==> src/rtl/rbzero_spi_master_if.sv <==
// Request/status handshake between a frame producer and rbzero_spi_master.
// The producer side uses modport master; the SPI master core uses modport slave.
interface rbzero_spi_master_if #(
   parameter int MAX_BITS = 32
);
   logic                i_start;
   logic [MAX_BITS-1:0] i_data;
   logic [5:0]          i_len;
   logic                o_ready;
   logic                o_busy;
   logic                o_done;

   modport master (output i_start, i_data, i_len, input o_ready, o_busy, o_done);
   modport slave  (input i_start, i_data, i_len, output o_ready, o_busy, o_done);
endinterface

==> src/rtl/rbzero_spi_master.sv <==
// SPI mode-0 frame transmitter for the rbzero SPI slaves; all SPI lines come from flops.
// Optional one-entry request buffer: define RBZERO_SPI_TX_QUEUE_EN.
module rbzero_spi_master #(
   parameter int CLK_DIV  = 4,
   parameter int MAX_BITS = 32
) (
   input  logic               clk,
   input  logic               rst_n,
   rbzero_spi_master_if.slave bus,
   output logic               o_sclk,
   output logic               o_mosi,
   output logic               o_ss_n
);
   typedef enum logic [2:0] {IDLE, SETUP, SCK_HI, SCK_LO, GAP} state_t;

   localparam logic [8:0] PH_LAST  = 9'(CLK_DIV - 1);
   localparam logic [8:0] GAP_DONE = 9'(2*CLK_DIV - 2);
   localparam logic [8:0] GAP_LAST = 9'(2*CLK_DIV - 1);
   localparam logic [6:0] LEN_MAX  = 7'(MAX_BITS);

   state_t              state, state_n;
   logic [8:0]          ph, ph_n;
   logic [6:0]          bits, bits_n;
   logic [MAX_BITS-1:0] sh, sh_n;
   logic                sclk_n, mosi_n, ss_n_n;
   logic                busy, busy_n, done, done_n;
   logic                acc, launch, free;
   logic [MAX_BITS-1:0] ld_data, ld_sh;
   logic [6:0]          ld_len;

   function automatic logic [6:0] clamp_len(input logic [5:0] l);
      return ({1'b0, l} > LEN_MAX) ? LEN_MAX : {1'b0, l};
   endfunction

`ifdef RBZERO_SPI_TX_QUEUE_EN
   logic                q_vld, q_vld_n;
   logic [MAX_BITS-1:0] q_data, q_data_n;
   logic [6:0]          q_len, q_len_n;
   assign bus.o_ready = ~q_vld;
`else
   assign bus.o_ready = (state == IDLE);
`endif

   assign acc        = bus.i_start & bus.o_ready;
   assign bus.o_busy = busy;
   assign bus.o_done = done;

   always_comb begin
      state_n = state;
      ph_n    = ph;
      bits_n  = bits;
      sh_n    = sh;
      sclk_n  = 1'b0;
      mosi_n  = o_mosi;
      ss_n_n  = o_ss_n;
      busy_n  = busy;
      done_n  = 1'b0;
      free    = 1'b0;
      case (state)
         IDLE: free = 1'b1;
         SETUP: begin
            ph_n = ph + 9'd1;
            if (ph == PH_LAST) begin
               state_n = SCK_HI;
               ph_n    = '0;
               sclk_n  = 1'b1;
            end
         end
         SCK_HI: begin
            sclk_n = 1'b1;
            ph_n   = ph + 9'd1;
            if (ph == PH_LAST) begin
               state_n = SCK_LO;
               ph_n    = '0;
               sclk_n  = 1'b0;
               bits_n  = bits - 7'd1;
               // next bit goes out on the falling edge; the last bit just holds
               if (bits != 7'd1) begin
                  sh_n   = sh << 1;
                  mosi_n = sh[MAX_BITS-2];
               end
            end
         end
         SCK_LO: begin
            ph_n = ph + 9'd1;
            if (ph == PH_LAST) begin
               ph_n = '0;
               if (bits == 7'd0) begin
                  state_n = GAP;
                  ss_n_n  = 1'b1;
                  mosi_n  = 1'b0;
               end else begin
                  state_n = SCK_HI;
                  sclk_n  = 1'b1;
               end
            end
         end
         GAP: begin
            ph_n = ph + 9'd1;
            if (ph == GAP_DONE) done_n = 1'b1;
            if (ph == GAP_LAST) begin
               state_n = IDLE;
               ph_n    = '0;
               busy_n  = 1'b0;
               free    = 1'b1;
            end
         end
         default: state_n = IDLE;
      endcase

      launch  = 1'b0;
      ld_data = bus.i_data;
      ld_len  = clamp_len(bus.i_len);
`ifdef RBZERO_SPI_TX_QUEUE_EN
      q_vld_n  = q_vld;
      q_data_n = q_data;
      q_len_n  = q_len;
      // a buffered frame launches straight out of GAP, skipping IDLE
      if (free && q_vld) begin
         launch  = 1'b1;
         ld_data = q_data;
         ld_len  = q_len;
         q_vld_n = 1'b0;
      end else if (free && acc) begin
         launch = 1'b1;
      end else if (acc) begin
         q_vld_n  = 1'b1;
         q_data_n = bus.i_data;
         q_len_n  = clamp_len(bus.i_len);
      end
`else
      launch = free & acc;
`endif

      // right-aligned payload moved so its first bit sits at the MSB
      ld_sh = ld_data << (MAX_BITS - int'(ld_len));
      if (launch) begin
         ph_n = '0;
         if (ld_len == 7'd0) begin
            state_n = IDLE;
            busy_n  = 1'b0;
            done_n  = 1'b1;
         end else begin
            state_n = SETUP;
            bits_n  = ld_len;
            sh_n    = ld_sh;
            mosi_n  = ld_sh[MAX_BITS-1];
            ss_n_n  = 1'b0;
            busy_n  = 1'b1;
            sclk_n  = 1'b0;
         end
      end
   end

   always_ff @(posedge clk or negedge rst_n) begin
      if (!rst_n) begin
         state  <= IDLE;
         ph     <= '0;
         bits   <= '0;
         sh     <= '0;
         o_sclk <= 1'b0;
         o_mosi <= 1'b0;
         o_ss_n <= 1'b1;
         busy   <= 1'b0;
         done   <= 1'b0;
      end else begin
         state  <= state_n;
         ph     <= ph_n;
         bits   <= bits_n;
         sh     <= sh_n;
         o_sclk <= sclk_n;
         o_mosi <= mosi_n;
         o_ss_n <= ss_n_n;
         busy   <= busy_n;
         done   <= done_n;
      end
   end

`ifdef RBZERO_SPI_TX_QUEUE_EN
   always_ff @(posedge clk or negedge rst_n) begin
      if (!rst_n) begin
         q_vld  <= 1'b0;
         q_data <= '0;
         q_len  <= '0;
      end else begin
         q_vld  <= q_vld_n;
         q_data <= q_data_n;
         q_len  <= q_len_n;
      end
   end
`endif
endmodule

==> src/flat_wrapper.sv <==
// flat-port wrapper written by rule: the top's interface ports become plain ports
module rbzero_spi_master_flat 
#(
   parameter int CLK_DIV  = 4,
   parameter int MAX_BITS = 32
)
  (clk, rst_n, o_sclk, o_mosi, o_ss_n, bus_i_start, bus_i_data, bus_i_len, bus_o_ready, bus_o_busy, bus_o_done);
  rbzero_spi_master_if #(.MAX_BITS(MAX_BITS)) bus_i ();
  input  logic clk;
  input  logic rst_n;
  output logic o_sclk;
  output logic o_mosi;
  output logic o_ss_n;
  input wire logic [$bits(bus_i.i_start)-1:0] bus_i_start;
  input wire logic [$bits(bus_i.i_data)-1:0] bus_i_data;
  input wire logic [$bits(bus_i.i_len)-1:0] bus_i_len;
  output wire logic [$bits(bus_i.o_ready)-1:0] bus_o_ready;
  output wire logic [$bits(bus_i.o_busy)-1:0] bus_o_busy;
  output wire logic [$bits(bus_i.o_done)-1:0] bus_o_done;
  assign bus_i.i_start = bus_i_start;
  assign bus_i.i_data = bus_i_data;
  assign bus_i.i_len = bus_i_len;
  assign bus_o_ready = bus_i.o_ready;
  assign bus_o_busy = bus_i.o_busy;
  assign bus_o_done = bus_i.o_done;
  rbzero_spi_master #(.CLK_DIV(CLK_DIV), .MAX_BITS(MAX_BITS)) u_core (.clk(clk), .rst_n(rst_n), .bus(bus_i), .o_sclk(o_sclk), .o_mosi(o_mosi), .o_ss_n(o_ss_n));
endmodule
==> config.mk <==
export PLATFORM = sky130hd
export DESIGN_NAME = rbzero_spi_master_flat
export DESIGN_NICKNAME = d
export VERILOG_FILES = /design/src/rtl/rbzero_spi_master_if.sv /design/src/rtl/rbzero_spi_master.sv /design/src/flat_wrapper.sv
export SDC_FILE = /design/constraint.sdc
export NUM_CORES = 1
export LEC_CHECK = 0
export CAP_MARGIN = 30
export CORE_MARGIN = 5
export CORE_UTILIZATION = 60
export CTS_BUF_LIST = sky130_fd_sc_hd__clkbuf_4 sky130_fd_sc_hd__clkbuf_8 sky130_fd_sc_hd__clkbuf_16
export CTS_CLUSTER_SIZE = 28
export DETAILED_ROUTE_END_ITERATION = 8
export DONT_BUFFER_PORTS = 1
export GPL_TIMING_DRIVEN = 1
export HOLD_SLACK_MARGIN = 0.12
export PLACE_DENSITY = 0.73
export REMOVE_ABC_BUFFERS = 1
export SLEW_MARGIN = 15
export SYNTH_ARGS = -nofsm -noshare
export SYNTH_HDL_FRONTEND = slang
export SYNTH_SLANG_ARGS = --single-unit
==> constraint.sdc <==
create_clock -name clk -period 3.7 [get_ports clk]
set_input_delay 0.74 -clock clk [delete_from_list [all_inputs] [get_ports clk]]
set_output_delay 0.74 -clock clk [all_outputs]
set_load 0.03 [all_outputs]
==> reports/results.tsv <==
metric	value	unit
hpwl	10300	microns
comb_cells	451	
hold_ws	0.251	ns
pre_cts_slack	0.410	ns
finalSetupTns	0	ns
die_w	101	microns
cts_made_buffers	5	
final-comb-area	3300	sq um
route.met2.wl	6590	microns
status	completed	
worst-setup-path-type	in2reg	
finalWorstSetupSlack	0.642	ns
grt.busiest_layer	met2	
rr_worst_depth	6	
cts_tree	built	
root_buffer	clkbuf_8	
power	0.00253	W
top_regs	u_core.sh x31, u_core.ph x9, u_core.bits x7	
yosys_warnings	0	
ios	47	
num_antenna_cells	0	
routed.top_layer	met4	
rsz0062_at_grt	false	
crit_start	bus_i_len[0]	
use_met3	0.0498	
detailedRoute.firstIterationViolations	446	
crit_path_end	u_core.sh[26]$_DFF_PN0_	
fin_cells	650	
period_used_share	0.826	
syn_avg_cell_area	8.79	sq um
ir_drop	223	uV
relSlewSlack	0.520	
ys_sh_mux	0.212	
tightest_slew	0.714	ns
synth_area	4970	sq um
ys_top_logic_family	AND-OR/OR-AND gates	
crit_fanout	38	
-- worst max-delay path: stages --
cell	delay, ns
nor2b_1	0.14
inv_1	0.12
ha_1	0.46
buf_4	0.28
xor2_1	0.45
a32oi_1	0.18
o221ai_1	0.31
o21ai_0	0.24
a22oi_1	0.19
nand3_1	0.10
-- power breakdown --
part           switching [W]  internal [W]
Combinational       0.000600      0.000493
Sequential          0.000253      0.000825
Clock               0.000211      0.000144
-- cell usage after synthesis, types with 11 or more instances --
cell type	n	area (sq um)
o21ai_0	23	115
mux2i_1	89	891
o2bb2ai_1	23	201
dfrtp_1	54	1350
inv_1	16	60.1
nand2_1	39	146
o22ai_1	15	93.8
buf_2	20	100
a21oi_1	24	120
clkbuf_1	11	41.3
o221ai_1	11	96.3
nand3_1	20	100
nor2_1	56	210
Figure 1. Clock wiring as the flow saved it.
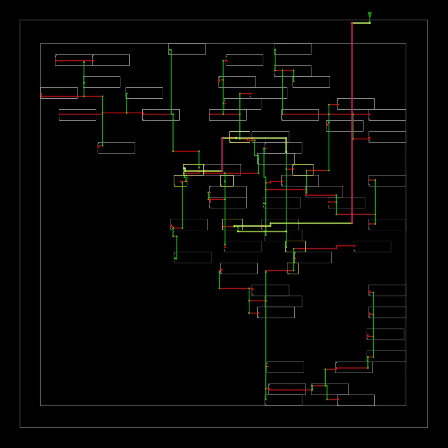
clock latency at the later pin of the worst-skew pair: 0.31 ns
flip-flops: 55
Sink Count: 55

Figure 2. Metal layers overlaid.
Only two layers are drawn.
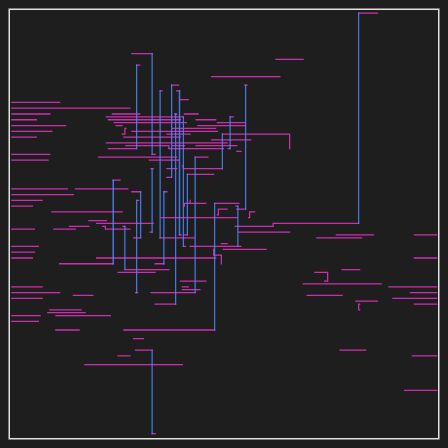
Key: met3 = magenta [wire length 1020 microns]; met4 = blue [wire length 504 microns]
WL/cell: 21.1 microns
Global Route Usage Sum: 0.269
Vias: 4490
Final Routed Wirelength: 13700 microns

Power figures rest on the tool's default switching activity, not on a simulated workload.
